<file path="src/rtl/dsp_pkg.sv">
// Shared DSP definitions: instruction encoding, NOP word, sequencer FSM
// states and default widths. Also imported by dsp_core.
package dsp_pkg;

  localparam int PROG_AW        = 10;  // program memory address width
  localparam int PIPE_DEPTH_DEF = 4;   // dsp_core: read, ex1, ex2, writeback

  typedef enum logic [5:0] {
    OP_NOP = 6'd0,
    OP_MAC = 6'd1,
    OP_ADD = 6'd2,
    OP_MUL = 6'd3,
    OP_LD  = 6'd4,
    OP_ST  = 6'd5
  } opcode_t;

  typedef struct packed {
    opcode_t    op;
    logic [4:0] dst;
    logic [4:0] src_a;
    logic [4:0] src_b;
    logic [4:0] imm;
  } instr_t;

  localparam int     INSTR_W   = $bits(instr_t);  // 26
  localparam instr_t INSTR_NOP = '0;

  typedef enum logic [1:0] {
    ST_IDLE,
    ST_FETCH,
    ST_DRAIN,
    ST_DONE
  } seq_state_t;

endpackage

</file>
<file path="src/rtl/dsp_sequencer_if.sv">
// Program memory read bus between dsp_sequencer (master) and the
// synchronous-read program memory (slave). Read data is valid the cycle
// after pmem_rd_en.
interface dsp_sequencer_if #(
  parameter int PROG_ADDR_WIDTH = 10,
  parameter int INSTR_WIDTH     = 26
);
  logic                       pmem_rd_en;
  logic [PROG_ADDR_WIDTH-1:0] pmem_rd_addr;
  logic [INSTR_WIDTH-1:0]     pmem_rd_data;

  modport master (output pmem_rd_en, pmem_rd_addr, input  pmem_rd_data);
  modport slave  (input  pmem_rd_en, pmem_rd_addr, output pmem_rd_data);
endinterface

</file>
<file path="src/rtl/dsp_sequencer.sv">
// dsp_sequencer: on an accepted sample tick, streams prog_len program words
// from program memory into dsp_core, waits for the core pipeline to drain,
// then pulses frame_done. Ticks arriving while busy are counted as overruns.
// Ports:
//   clk, reset_n      clock, async active-low reset
//   sample_tick       sample period start pulse
//   enable            permits acceptance of new ticks
//   prog_len          instructions per frame (clamped to 2**PROG_ADDR_WIDTH)
//   pmem              program memory read bus (master)
//   instr_out         registered instruction to dsp_core, NOP when idle
//   busy, frame_done  frame in progress / last writeback complete pulse
//   overrun*          sticky missed-tick flag, saturating count, clear
module dsp_sequencer
  import dsp_pkg::*;
#(
  parameter int PROG_ADDR_WIDTH = PROG_AW,
  parameter int INSTR_WIDTH     = INSTR_W,
  parameter int PIPE_DEPTH      = PIPE_DEPTH_DEF,
  parameter int OVR_CNT_WIDTH   = 16
) (
  input  logic                     clk,
  input  logic                     reset_n,
  input  logic                     sample_tick,
  input  logic                     enable,
  input  logic [PROG_ADDR_WIDTH:0] prog_len,
  dsp_sequencer_if.master          pmem,
  output logic [INSTR_WIDTH-1:0]   instr_out,
  output logic                     busy,
  output logic                     frame_done,
  output logic                     overrun,
  output logic [OVR_CNT_WIDTH-1:0] overrun_count,
  input  logic                     overrun_clr
);

  // Drain covers memory read latency + instr_out register + core pipeline.
  localparam int DRAIN_CYC = PIPE_DEPTH + 2;
  localparam int DCW       = $clog2(DRAIN_CYC);
  localparam logic [DCW-1:0]             DRAIN_LAST = DCW'(DRAIN_CYC - 1);
  localparam logic [DCW-1:0]             DCNT_ONE   = DCW'(1);
  localparam logic [PROG_ADDR_WIDTH:0]   MAX_LEN    = {1'b1, {PROG_ADDR_WIDTH{1'b0}}};
  localparam logic [PROG_ADDR_WIDTH:0]   LEN_ONE    = (PROG_ADDR_WIDTH+1)'(1);
  localparam logic [PROG_ADDR_WIDTH-1:0] PC_ONE     = PROG_ADDR_WIDTH'(1);
  localparam logic [OVR_CNT_WIDTH-1:0]   OVR_ONE    = OVR_CNT_WIDTH'(1);

  seq_state_t                 state_q, state_d;
  logic [PROG_ADDR_WIDTH:0]   n_q, n_d;
  logic [PROG_ADDR_WIDTH-1:0] pc_q, pc_d;
  logic                       rd_en_q, rd_en_d;
  logic                       rd_vld_q, rd_vld_d;   // read data arrives this cycle
  logic [INSTR_WIDTH-1:0]     instr_q, instr_d;
  logic [DCW-1:0]             dcnt_q, dcnt_d;
  logic                       ovr_q, ovr_d;
  logic [OVR_CNT_WIDTH-1:0]   ovr_cnt_q, ovr_cnt_d;

  logic                     accept, last_fetch, ovr_evt;
  logic [PROG_ADDR_WIDTH:0] len_clamp;

  assign len_clamp  = (prog_len > MAX_LEN) ? MAX_LEN : prog_len;
  assign accept     = (state_q == ST_IDLE) && sample_tick && enable;
  assign last_fetch = ({1'b0, pc_q} == (n_q - LEN_ONE));
  // busy includes the DONE cycle, so a tick there is an overrun too
  assign ovr_evt    = sample_tick && busy;

  // State register
  always_ff @(posedge clk or negedge reset_n) begin
    if (!reset_n) state_q <= ST_IDLE;
    else          state_q <= state_d;
  end

  // Next state
  always_comb begin
    state_d = state_q;
    case (state_q)
      ST_IDLE:  if (accept) state_d = (len_clamp == '0) ? ST_DRAIN : ST_FETCH;
      ST_FETCH: if (last_fetch) state_d = ST_DRAIN;
      ST_DRAIN: if (dcnt_q == DRAIN_LAST) state_d = ST_DONE;
      ST_DONE:  state_d = ST_IDLE;
      default:  state_d = ST_IDLE;
    endcase
  end

  // Outputs decoded from state
  always_comb begin
    busy       = (state_q != ST_IDLE);
    frame_done = (state_q == ST_DONE);
  end

  // Datapath: fetch address, read pipeline, drain counter, overrun
  always_comb begin
    n_d     = accept ? len_clamp : n_q;
    pc_d    = pc_q;
    rd_en_d = 1'b0;
    if (accept) begin
      pc_d    = '0;
      rd_en_d = (len_clamp != '0);
    end else if (state_q == ST_FETCH && !last_fetch) begin
      pc_d    = pc_q + PC_ONE;
      rd_en_d = 1'b1;
    end

    rd_vld_d = rd_en_q;
    instr_d  = rd_vld_q ? pmem.pmem_rd_data : INSTR_WIDTH'(INSTR_NOP);
    dcnt_d   = (state_q == ST_DRAIN) ? dcnt_q + DCNT_ONE : '0;

    // Clear loses to a same-cycle event so that tick is not lost.
    ovr_d     = ovr_q;
    ovr_cnt_d = ovr_cnt_q;
    if (overrun_clr) begin
      ovr_d     = ovr_evt;
      ovr_cnt_d = ovr_evt ? OVR_ONE : '0;
    end else if (ovr_evt) begin
      ovr_d = 1'b1;
      if (ovr_cnt_q != '1) ovr_cnt_d = ovr_cnt_q + OVR_ONE;
    end
  end

  always_ff @(posedge clk or negedge reset_n) begin
    if (!reset_n) begin
      n_q       <= '0;
      pc_q      <= '0;
      rd_en_q   <= 1'b0;
      rd_vld_q  <= 1'b0;
      instr_q   <= INSTR_WIDTH'(INSTR_NOP);
      dcnt_q    <= '0;
      ovr_q     <= 1'b0;
      ovr_cnt_q <= '0;
    end else begin
      n_q       <= n_d;
      pc_q      <= pc_d;
      rd_en_q   <= rd_en_d;
      rd_vld_q  <= rd_vld_d;
      instr_q   <= instr_d;
      dcnt_q    <= dcnt_d;
      ovr_q     <= ovr_d;
      ovr_cnt_q <= ovr_cnt_d;
    end
  end

  assign pmem.pmem_rd_en   = rd_en_q;
  assign pmem.pmem_rd_addr = pc_q;
  assign instr_out         = instr_q;
  assign overrun           = ovr_q;
  assign overrun_count     = ovr_cnt_q;

endmodule

</file>
<file path="src/flat_wrapper.sv">
// flat-port wrapper written by rule: the top's interface ports become plain ports
module dsp_sequencer_flat import dsp_pkg::*;
#(
  parameter int PROG_ADDR_WIDTH = PROG_AW,
  parameter int INSTR_WIDTH     = INSTR_W,
  parameter int PIPE_DEPTH      = PIPE_DEPTH_DEF,
  parameter int OVR_CNT_WIDTH   = 16
)
  (clk, reset_n, sample_tick, enable, prog_len, instr_out, busy, frame_done, overrun, overrun_count, overrun_clr, pmem_pmem_rd_en, pmem_pmem_rd_addr, pmem_pmem_rd_data);
  dsp_sequencer_if #(.PROG_ADDR_WIDTH(PROG_ADDR_WIDTH), .INSTR_WIDTH(INSTR_WIDTH)) pmem_i ();
  input  logic clk;
  input  logic reset_n;
  input  logic sample_tick;
  input  logic enable;
  input  logic [PROG_ADDR_WIDTH:0] prog_len;
  output logic [INSTR_WIDTH-1:0] instr_out;
  output logic busy;
  output logic frame_done;
  output logic overrun;
  output logic [OVR_CNT_WIDTH-1:0] overrun_count;
  input  logic overrun_clr;
  output wire logic [$bits(pmem_i.pmem_rd_en)-1:0] pmem_pmem_rd_en;
  output wire logic [$bits(pmem_i.pmem_rd_addr)-1:0] pmem_pmem_rd_addr;
  input wire logic [$bits(pmem_i.pmem_rd_data)-1:0] pmem_pmem_rd_data;
  assign pmem_pmem_rd_en = pmem_i.pmem_rd_en;
  assign pmem_pmem_rd_addr = pmem_i.pmem_rd_addr;
  assign pmem_i.pmem_rd_data = pmem_pmem_rd_data;
  dsp_sequencer #(.PROG_ADDR_WIDTH(PROG_ADDR_WIDTH), .INSTR_WIDTH(INSTR_WIDTH), .PIPE_DEPTH(PIPE_DEPTH), .OVR_CNT_WIDTH(OVR_CNT_WIDTH)) u_core (.clk(clk), .reset_n(reset_n), .sample_tick(sample_tick), .enable(enable), .prog_len(prog_len), .pmem(pmem_i), .instr_out(instr_out), .busy(busy), .frame_done(frame_done), .overrun(overrun), .overrun_count(overrun_count), .overrun_clr(overrun_clr));
endmodule
</file>
<file path="config.mk">
export PLATFORM = sky130hd
export DESIGN_NAME = dsp_sequencer_flat
export DESIGN_NICKNAME = d
export VERILOG_FILES = /design/src/rtl/dsp_pkg.sv /design/src/rtl/dsp_sequencer_if.sv /design/src/rtl/dsp_sequencer.sv /design/src/flat_wrapper.sv
export SDC_FILE = /design/constraint.sdc
export NUM_CORES = 1
export LEC_CHECK = 0
export CAP_MARGIN = 10
export CORE_ASPECT_RATIO = 1.25
export CORE_MARGIN = 2
export CORE_UTILIZATION = 40
export CTS_CLUSTER_SIZE = 12
export DETAILED_ROUTE_END_ITERATION = 16
export GPL_TIMING_DRIVEN = 0
export PLACE_DENSITY = 0.69
export SKIP_LAST_GASP = 1
export SYNTH_ARGS = -nofsm -noshare
export SYNTH_HDL_FRONTEND = slang
export SYNTH_SLANG_ARGS = --single-unit
</file>
<file path="constraint.sdc">
create_clock -name clk -period 3.3 [get_ports clk]
set_clock_uncertainty 0.1 [all_clocks]
set_input_delay 0.825 -clock clk [delete_from_list [all_inputs] [get_ports clk]]
set_output_delay 0.825 -clock clk [all_outputs]
set_load 0.02 [all_outputs]
</file>
**Run 1: register map, names as in the netlist**

Other sequential cells in the stronger gray, the rest of the logic in the fainter gray.
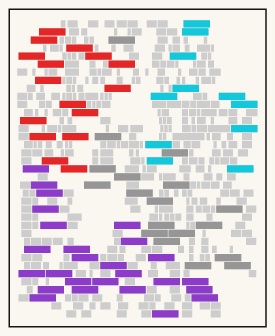
Key: `u_core.overrun_count` = red [placed flops 16, where north-west]; `u_core.instr_out` = purple [placed flops 26]; `u_core.n_q` = cyan [placed flops 11]

**Run 1: met2 routing**

Cells faint in the background.
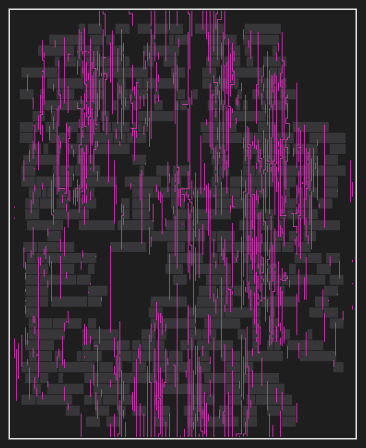
421 nets have wire on it. The layer holds 52% of the routed length. The wires run mostly vertical.
Routed WL: 7760 µm
GRT met2 Usage: 0.304
DR vias: 2,740

==> flow_summary.json, run 1 <==
{
  "dieHeight_um": 107,
  "worst_slack_ns": 0.485,
  "synth_area_mm2": 0.00337,
  "crit_arrival_ns": 1.89,
  "drv_cap": 0,
  "ios": 98,
  "met2_length_um": 4040,
  "tritoncts": "done",
  "io_buffers": 96,
  "die_w_um": 86.2,
  "min_path_type": "reg -> reg",
  "timing.rr.end": "u_core.state_q[1]$_DFFE_PN0P_",
  "cp_cell_sequence": "inv_1 -> ha_1 -> inv_1 -> clkdlybuf4s50_1",
  "top_cell": "dfrtp_1",
  "whs_ns": 0.283,
  "cts.clk_slew.worst_paths_ns": 0.08,
  "clockBufferDepth": 2,
  "dp_hpwl_um": 5640,
  "drive_above_1_share": 0.0571,
  "yosys_area_mm2": 0.00337,
  "setup_viol": 0,
  "drc": 0,
  "tool_warnings": 30,
  "dieArea_mm2": 0.00919,
  "ant_nets": 0,
  "power_w": 0.00338,
  "dpl_worst_slack_ns": 0.338,
  "relSlewSlack": 0.406,
  "swShare": 0.368,
  "seq_area_mm2": 0.00178,
  "grt_setup_unrepaired": "no",
  "fp_util": 0.412,
  "reg2reg_slack_ns": 0.65,
  "post-cts-setup-buffer-count": 0,
  "worst-r2r-cell-count": 11,
  "drt_iter0_drc": 79,
  "yosysWarnings": 0,
  "slowest_stage": "clkdlybuf4s50_1",
  "antenna_found_initial": 0,
  "cp.required_ns": 2.37,
  "grtUsageTotal": 0.176,
  "min_from": "u_core.pmem.pmem_rd_en$_DFF_PN0_",
  "ir_worst_vdd_uv": 318,
  "cts_root_buf": "clkbuf_8",
  "cellLeakagePower_nw": 1.97,
  "clock.latency.late_pin_ns": 0.34,
  "p_sw_w": 0.00124,
  "gp_congestion": 0.822,
  "powerDensity_mw_per_mm2": 727,
  "status": "complete, no violations",
  "flop_cell": "dfrtp_1",
  "syn-instance-count": 326,
  "nNetsFinal": 484,
  "comb_power_share": 0.423,
  "syn_area_per_cell_um2": 10.4,
  "edf_count": 0,
  "num_antenna_cells": 0,
  "gr-total-overflow": 0,
  "tightest_slew_ns": 0.890,
  "start_kind": "flip-flop",
  "post-route-cell-area_mm2": 0.00465,
  "path_common_cell": "inv_1",
  "rr_startpoint": "u_core.n_q[0]$_DFFE_PN0P_",
  "area_leaders": "dfrtp_1, and2_1, nand2_1",
  "top_cells_by_count": "dfrtp_1, nand2_1, and2_1",
  "cts_inserted_buffers": 9,
  "dp.cells": 519,
  "internal_power_w": 0.00214,
  "combGateArea_mm2": 0.00149,
  "top_area_frac": 0.527,
  "vias_per_cell": 5.12,
  "cp-startpoint": "u_core.state_q[0]$_DFFE_PN0P_",
  "holdPathEnd": "u_core.rd_vld_q$_DFF_PN0_",
  "rows": 37,
  "met1_length_um": 3140,
  "async_flop_share": 1.00,
  "final_hold_viol_count": 0,
  "grt_pass1_vias": 2757,
  "period_needed_ns": 2.82,
  "cts.sinks": 71,
  "final_common_cell": "clkdlybuf4s50_1",
  "highest_layer": "met4",
  "synthToLayoutAreaGrowth_pct": 37.7,
  "grt_max_degree": 72,
  "path_class": "reg -> out",
  "coreArea_mm2": 0.00819,
  "ys_cells": 326,
  "cts_resized": 0,
  "wl_per_cell_um": 14.5,
  "placed_area_mm2": 0.00445,
  "htreeDepth": 3,
  "grt_pass1_wl_um": 12700,
  "seq_power_share": 0.374,
  "max_freq_mhz": 355,
  "final_cell_mix": "clkdlybuf4s50_1, dfrtp_1, nand2_1, and2_1, nor2_1",
  "syn-num-nets": 377,
  "worst-path-max-fanout": 7,
  "postCtsHoldBufs": 0,
  "endpoint": "busy",
  "ys.flops": 71,
  "finalCritPeriodShare": 0.853,
  "holdPathStages": 0,
  "setup_tns_ns": 0,
  "synth_seq_share": 0.527,
  "p_clk_frac": 0.203,
  "critPathMaxStageDelay_ns": 0.65,
  "wl_met3_um": 445,
  "ys_types": 46,
  "end_kind": "output pin",
  "top_area_cell": "dfrtp_1",
  "slew_viol_final": 0,
  "first_pass_iters": 4
}
**Run 1: metal 1**

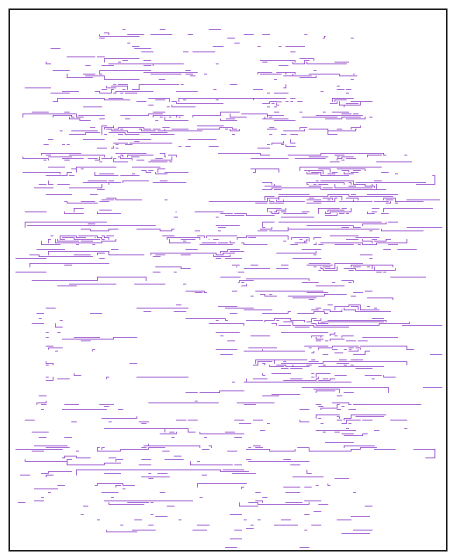
The longest straight run is 28.5 µm. The layer carries 3,140 µm of wire.

**Run 1: cell placement**

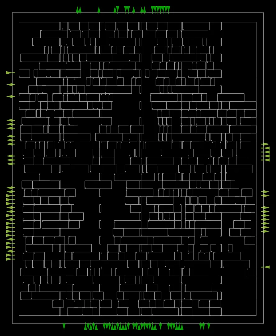
final std cells w/o fill: 535
filler instances: 746
tap cells: 97
post-layout util: 0.567
Seq/total area: 0.382

[run 1: per-layer routing]
layer,up-vias,global-route usage
li1,1338,-
met2,68,0.304
met4,0,0.0975
met1,1323,0.194
met5,-,0
met3,11,0.0477
[run 1: worst max-delay path, delay by kind of cell (launching register included)]
family,cells,cell delay [ns]
buffers and inverters,3,0.87
DFF,1,0.38
adders and majority gates,1,0.29
[run 1: sequential cells by signal (all words and copies together), names as in the netlist]
signal / count
u_core.n_q: 11
u_core.pmem.pmem_rd_en: 1
u_core.overrun_count: 16
u_core.state_q: 2
u_core.dcnt_q: 3
u_core.overrun: 1
u_core.rd_vld_q: 1
u_core.instr_out: 26
u_core.pmem.pmem_rd_addr: 10
[run 1: cells by family (layout without fill, tap and decap cells)]
family | count (synthesis) | count (layout) | share of synthesized area
adders and majority gates | 9 | 9 | 0.0334
and+or+nand+nor | 149 | 149 | 0.246
muxes | 3 | 3 | 0.00890
DFF | 71 | 71 | 0.527
AOI/OAI and AO/OA | 44 | 44 | 0.0860
xor gates and xnor gates | 26 | 26 | 0.0675
buffers and inverters | 24 | 136 | 0.0315
[run 1: area by class of cell]
class	count	area share
timing repair buffer	96	0.206
buffer	15	0.0156
clock inverter	3	0.00916
inverter	9	0.00727
multi-input combinational	231	0.321
tap	97	0.0261
sequential	71	0.382
clock buffer	13	0.0320
[run 1: power groups by stage]
stage          clock, W  sequential (W)  combinational (W)
2_1_floorplan         0         0.00141           0.000738
3_3_place_gp          0         0.00127            0.00142
3_5_place_dp          0         0.00128            0.00144
4_1_cts        0.000705         0.00126            0.00145
5_1_grt        0.000741         0.00130            0.00156
6_report       0.000686         0.00126            0.00143
==> inputs of run 2 (changes only) <==
Settings changed: CORE_UTILIZATION 40 to 48, PLACE_DENSITY 0.69 to 0.81.
**Run 2: cell area per tile**

8 x 10 tiles, from white (low) to dark blue (high), 0 to 100% covered.
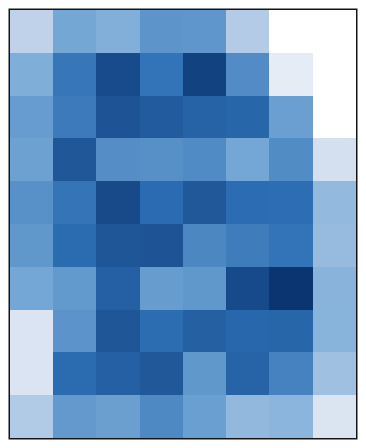
The mean over all tiles is 59%. The emptiest ninth of the die: north-east. The fullest tile reaches 98%. 34% of the tiles are over 75% full.
post-layout util: 0.679
core area: 0.00689 mm²
FP Util: 0.490

**Run 2: metal 1**

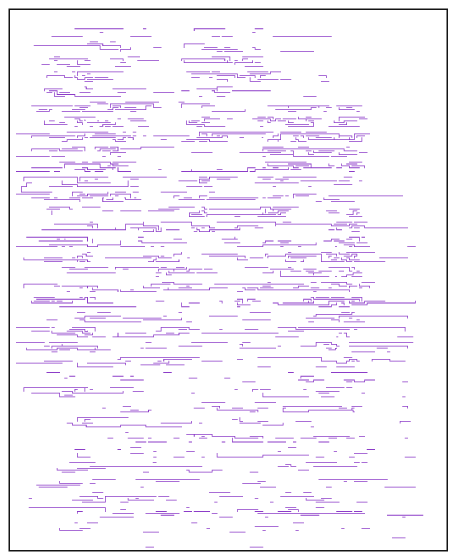
The wires run mostly horizontal. 426 nets have wire on it. The longest straight run is 20.2 µm. The layer carries 3,020 µm of wire.

**Run 2: met2 routing**

Cells faint in the background.
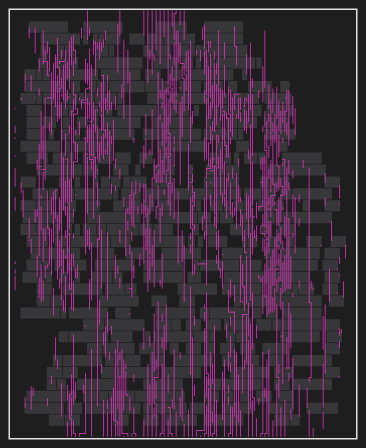
419 nets have wire on it. The longest straight run is 38.1 µm. The wires run mostly vertical. The layer holds 54% of the routed length.

==> run 2 against run 1 <==
Against the previous run: total power increased by 3.1%; count of clock-buffer cells in the layout fell by 1; highest routed layer unchanged; area after synthesis stayed put; fmax up 2.6%; largest power group unchanged; die size decreased by 16%; cell area grew 0.70%; clock power grew 15%; non-clock buffer count is the same.
==> flow_summary.json, run 2 <==
{
  "grt_setup_unrepaired": "no",
  "dpl_worst_slack_ns": 0.321,
  "slew_viol_final": 0,
  "die_w_um": 79.0,
  "ys_types": 46,
  "min_path_type": "reg -> reg",
  "dieArea_mm2": 0.00772,
  "dp.cells": 512,
  "start_kind": "flip-flop",
  "synth_area_mm2": 0.00337,
  "io_buffers": 96,
  "syn-num-nets": 377,
  "path_class": "reg -> out",
  "cts.clk_slew.worst_paths_ns": 0.08,
  "largest_reg_flops": 26,
  "tritoncts": "done",
  "cts_root_buf": "clkbuf_8",
  "htreeDepth": 3,
  "ant_nets": 0,
  "postCtsHoldBufs": 0,
  "relSlewSlack": 0.421,
  "critical_path.top_delay_family": "buffers and inverters",
  "post-cts-setup-buffer-count": 0,
  "slowest_stage": "clkdlybuf4s50_1",
  "whs_ns": 0.289,
  "cp.required_ns": 2.37,
  "cts_resized": 0,
  "ys_cells": 326,
  "num_antenna_cells": 0,
  "syn-instance-count": 326,
  "grt_pass1_wl_um": 13200,
  "critPathMaxStageDelay_ns": 0.62,
  "drt_iter0_drc": 76,
  "internal_power_w": 0.00224,
  "drv_cap": 0,
  "worst_slack_ns": 0.556,
  "tightest_slew_ns": 0.869,
  "tool_warnings": 30,
  "status": "complete, no violations",
  "p_sw_w": 0.00125,
  "top_cell": "dfrtp_1",
  "gr-total-overflow": 0,
  "nNetsFinal": 484,
  "top_cells_by_count": "dfrtp_1, nand2_1, and2_1",
  "grt_max_degree": 72,
  "end_kind": "output pin",
  "drt_wl_total_um": 7790,
  "cp_cell_sequence": "inv_1 -> ha_1 -> inv_1 -> clkdlybuf4s50_1",
  "crit_arrival_ns": 1.82,
  "wl_per_cell_um": 14.8,
  "async_flop_share": 1.00,
  "final_cells": 528,
  "power_leader": "combinational logic",
  "ys.flops": 71,
  "worst-path-max-fanout": 7,
  "powerDensity_mw_per_mm2": 745,
  "max_freq_mhz": 364,
  "final_common_cell": "clkdlybuf4s50_1",
  "swShare": 0.359,
  "clockBufferDepth": 2,
  "syn_area_per_cell_um2": 10.4,
  "grt_pass1_vias": 2820,
  "seq_power_share": 0.362,
  "top_area_frac": 0.527,
  "grtUsageTotal": 0.215,
  "synthToLayoutAreaGrowth_pct": 38.6,
  "seq_power_w": 0.00126,
  "yosys_area_mm2": 0.00337,
  "cts.sinks": 71,
  "cts_inserted_buffers": 9,
  "ir_worst_vdd_uv": 419,
  "clock.latency.late_pin_ns": 0.34,
  "synth_seq_share": 0.527,
  "pg_clk_w": 0.000792,
  "drc": 0,
  "num_vias": 2811,
  "final_hold_viol_count": 0,
  "path_common_cell": "inv_1",
  "first_pass_iters": 4,
  "rows": 34,
  "power_combinational_w": 0.00143,
  "finalCritPeriodShare": 0.831,
  "setup_tns_ns": 0,
  "cp_num_buf_inv": 3,
  "drive_above_1_share": 0.0616,
  "flop_cell": "dfrtp_1",
  "top_area_cell": "dfrtp_1",
  "edf_count": 0,
  "vias_per_cell": 5.32,
  "rr_startpoint": "u_core.overrun_count[0]$_DFFE_PN0P_",
  "setup_viol": 0,
  "final_cell_mix": "clkdlybuf4s50_1, dfrtp_1, nand2_1, and2_1, nor2_1",
  "comb_power_share": 0.411,
  "dieHeight_um": 97.7,
  "period_needed_ns": 2.74,
  "min_from": "u_core.pmem.pmem_rd_en$_DFF_PN0_",
  "gp_congestion": 0.827,
  "cp-startpoint": "u_core.state_q[0]$_DFFE_PN0P_",
  "area_leaders": "dfrtp_1, and2_1, nand2_1",
  "cellLeakagePower_nw": 2.00,
  "yosysWarnings": 0,
  "p_clk_frac": 0.227,
  "dp_hpwl_um": 5710,
  "antenna_found_initial": 0,
  "ios": 98
}
-- run 2: cell counts after synthesis --
No cell type changed its count.
-- run 2: through the flow --
step,power (W),area [µm²]
floorplan,0.00215,3370
global placement,0.00266,4450
detailed placement,0.00271,4450
CTS,0.00351,4680
global route,0.00371,4680
finish,0.00349,4680
-- run 2: per-layer routing --
layer | GRT usage | part of all wire | wire [µm]
met1 | 0.261 | 0.39 | 3020
met2 | 0.369 | 0.54 | 4190
met3 | 0.0610 | 0.051 | 397
met4 | 0.0663 | 0.023 | 180
met5 | 0 | 0 | 0
-- run 2: cells by family (layout without fill, tap and decap cells) --
group           Yosys count  count (layout)  synth area share
fa+ha+maj                 9               9            0.0334
xor+xnor                 26              26            0.0675
flops                    71              71             0.527
compound gates           44              44            0.0860
buf+inv                  24             136            0.0315
mux                       3               3           0.00890
simple gates            149             149             0.246
-- run 2: final cells by class --
cell class,count,area [µm²]
clock inverters,4,77.6
fillers,567,2210
inverters,9,33.8
well taps,90,113
repair buffers,96,958
plain buffers,15,72.6
flip-flops and latches,71,1780
clock buffers,12,155
multi-input cells,231,1490
-- run 2: worst paths after layout --
check                                                           to  slack, ns  depth (start not counted)
setup / recovery                                              busy       0.56                          4
hold / removal                           u_core.rd_vld_q$_DFF_PN0_       0.29                          0
setup reg to reg               u_core.overrun_count[5]$_DFFE_PN0P_       0.63                          8
hold reg to reg                          u_core.rd_vld_q$_DFF_PN0_       0.29                          0
max in group asynchronous  u_core.pmem.pmem_rd_addr[5]$_DFFE_PN0P_       2.04                          1
min in group asynchronous     u_core.overrun_count[11]$_DFFE_PN0P_       0.50                          1
Power figures rest on the tool's default switching activity, not on a simulated workload.
